==> config.mk <==
export PLATFORM = sky130hd
export DESIGN_NAME = arb_client_mux
export DESIGN_NICKNAME = d
export VERILOG_FILES = /design/src/rtl/arb_client_mux.sv
export SDC_FILE = /design/constraint.sdc
export NUM_CORES = 1
export LEC_CHECK = 0
export CAP_MARGIN = 20
export CELL_PAD_IN_SITES_DETAIL_PLACEMENT = 1
export CELL_PAD_IN_SITES_GLOBAL_PLACEMENT = 2
export CORE_ASPECT_RATIO = 1.75
export CORE_MARGIN = 3
export CORE_UTILIZATION = 17
export CTS_CLUSTER_DIAMETER = 200
export DETAILED_ROUTE_END_ITERATION = 16
export PLACE_DENSITY = 0.82
export SYNTH_ARGS = -nofsm -noshare
export SYNTH_HDL_FRONTEND = slang
export SYNTH_SLANG_ARGS = --single-unit
==> constraint.sdc <==
create_clock -name clk -period 2 [get_ports clk]
set_clock_uncertainty 0.1 [all_clocks]
set_input_delay 0.2 -clock clk [delete_from_list [all_inputs] [get_ports clk]]
set_output_delay 0.2 -clock clk [all_outputs]
set_load 0.005 [all_outputs]
Figure 1. Floorplan with the power grid.
(6 px per um) Pins as bars on the die edge. Tap cells in grey.
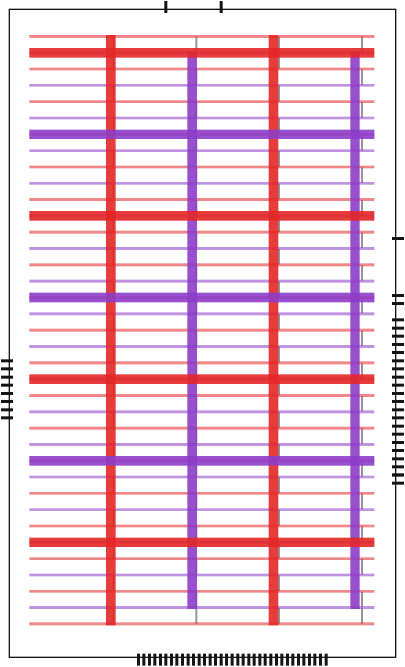
VDD: in purple. VSS: in red.
37 met1 rails follow the rows. 76 tap cells.
Die Wd: 64.2 um
vertical die dimension: 108 um
Max rail drop VDD: 0.160 mV
core region area: 5630 um^2

Figure 2. Cells coloured by class.
(6 px per um) Fill, decap, tap and diode cells in grey.
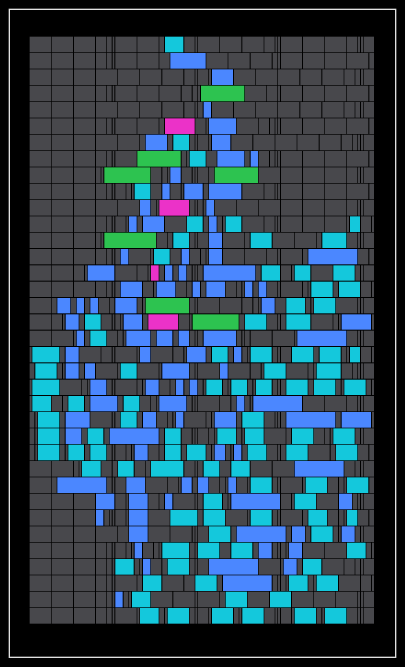
remaining buffers and delay cells: in cyan, cells 97, share of their area 46%. registers: in green, cells 7, share of their area 7.5%. clock drivers and dummy loads: in magenta, cells 4, share of their area 2.3%. remaining logic cells: in blue, cells 98, share of their area 45%.
Core Rows: 36
final core area utilization: 36.4%
sequential share of cell area: 7.15%

Figure 3. Clock distribution.
(4 px per um)
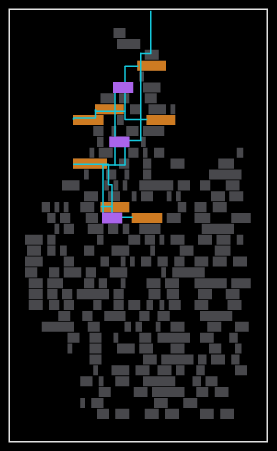
clock wires: in cyan, length 156 um. flip-flops: in orange, count 7. clock-net drivers: in purple, count 3.
There are 4 routed clock nets. Position of the flops: top centre.
clock network power: 202 uW
part of the power in the clock network: 32.8%
clock latency on the worst-skew pair: 230 ps

Figure 4. Routed metal, one colour a layer.
(6 px per um)
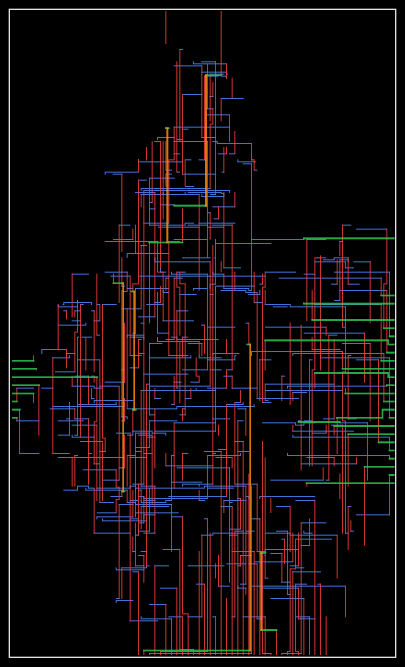
M2: in red, wire length 2,760 um. M4: in orange, wire length 159 um. M3: in green, wire length 235 um. M1: in blue, wire length 1,460 um.
Post-Route WL: 4610 um
total number of vias: 1,282
average wire per standard cell: 16.3 um

==> summary.txt <==
The full implementation flow was run.

The critical path in the final layout is reported with a setup slack of -2.58 ps. The first global-routing pass estimated 6950 um of wire. The count of mapped cells out of synthesis stands at about 110. The upper clock frequency limit stands at 0.499 GHz. The net switching component of the power stands at 168 uW. The tally of buffers added on design ports stands at 68. The data required time at the worst endpoint stands at 2020 ps.

In this run the layout overhead on the synthesized area is reported as 104%. In this run the clock root is driven by a clkbuf_8. The worst setup path is of the flop to flop kind.

In the power breakdown, the internal column shows around 450 uW. TritonCTS built the clock tree. In this run, post-CTS hold repair placed 0 buffers. The finished layout holds 283 standard cells, fillers aside. Setup repair after global routing could not meet its margin everywhere.

Summed over all instances, the cell type with the most area after synthesis is mux4_2. The netlist area before placement stands at 1010 um^2. The run finished, with violations left. Checking hold timing, the worst path is listed with class flop to flop. The last timing report of the flow puts the setup violation total at 1. The worst hold margin stands at 360 ps. Along the worst hold path, the cell count comes to 1. The checks that failed: negative setup slack. The actual slew at the worst max-slew pin stands at 378 ps. Yosys mapped a number of flops with a built-in enable equal to 0. The number of global-route vias before repair stands at 1,373. The report lists the power per cell area as 301 nW/um^2.

The clock passes through at most 2 buffers. The chip occupies 6910 um^2. The DRC violation count after routing stands at 0. According to the CTS report, the clock sink count is 7. The number of clock buffers inserted by TritonCTS stands at 3. Counting only logic cells after layout, the most numerous master is clkdlybuf4s50_1. The worst setup path is launched from a flop. Looking at the critical path, the highest net fanout was 5. Sequential elements use about 14% of the synthesized area. Global routing used between 10% and 20% of the available tracks. Recorded from the global router log, the overflow total was 0.

Counting endpoints that fail hold in the final report gives 0. The routed design could run at a clock period as short as 2000 ps. Per STA, the worst path is made up of mux4_2 > nor4b_4 > and2_4 > a21o_4 > a21oi_4 > a32o_1. Yosys reports that the leading cell type by area covers 15.7% of the netlist area.
per-layer routing:
metal	global-route usage [%]	vias up	part of all wire (%)
li1	-	614	-
met1	11.2	609	32
met2	27.8	47	60
met3	2.40	12	5.1
met4	5.30	0	3.4
met5	0	-	0
area by class of cell:
type / instances / area, um^2
clock buffer: 4 / 45.0
multi-input combinational: 90 / 841
tap: 76 / 95.1
fill: 691 / 3580
timing repair buffer: 97 / 888
antenna: 1 / 2.50
inverter: 8 / 30.0
sequential: 7 / 146
synthesized netlist by cell type, types with 2 or more instances:
master and number:
a32oi_1 4, mux2i_1 2, nor2b_1 10, nand2b_1 2, nand2_1 10, mux4_2 7, nor2_1 13, ha_1 5
nor3_1 5, o21ai_0 3, dfxtp_1 7, clkbuf_1 6, o22ai_1 2, mux4_1 4, inv_1 8
power by group through the flow:
stage | clock (mW) | sequential (mW) | combinational [mW]
detailed placement | 0 | 0.151 | 0.253
finish | 0.202 | 0.148 | 0.267
global placement | 0 | 0.150 | 0.248
floorplan | 0 | 0.148 | 0.0930
CTS | 0.209 | 0.148 | 0.260
global route | 0.213 | 0.148 | 0.288
through the flow:
| stage | total power, mW | cell area [um^2] | util (%) | setup WS (ps) |
|---|---|---|---|---|
| after floorplan | 0.241 | 1010 | - | 52.1 |
| after global placement | 0.398 | 1920 | 34.2 | -233 |
| after detailed placement | 0.404 | 1920 | 34.2 | -291 |
| after CTS | 0.616 | 2000 | 35.6 | -84.0 |
| after global routing | 0.649 | 2050 | 36.4 | -64.7 |
| final | 0.617 | 2050 | 36.4 | -2.58 |
kinds of logic (layout without fill, tap and decap cells):
logic type / count (synthesis) / in the layout / synth area share [%]
mux: 13 / 13 / 28.1
fa+ha+maj: 5 / 5 / 6.22
flops: 7 / 7 / 13.9
compound gates: 22 / 22 / 16.9
simple gates: 50 / 50 / 28.0
buf+inv: 16 / 109 / 6.84
other cells: 0 / 1 / 0
worst reg2reg max path, cell delays in order (launching register included):
cell and delay, ps:
dfxtp_4 400, mux4_2 580, nor4b_4 280, and2_4 200, a21o_4 100, a21oi_4 60
a32o_1 190
what timing repair did:
action | CTS | global route
setup endpoints to repair | 26 | 14
gates resized | 48 | 19
pin swaps | 2 | 5
setup buffers | 4 | 1
No activity file was given, so power comes from the tool's default toggle rates.
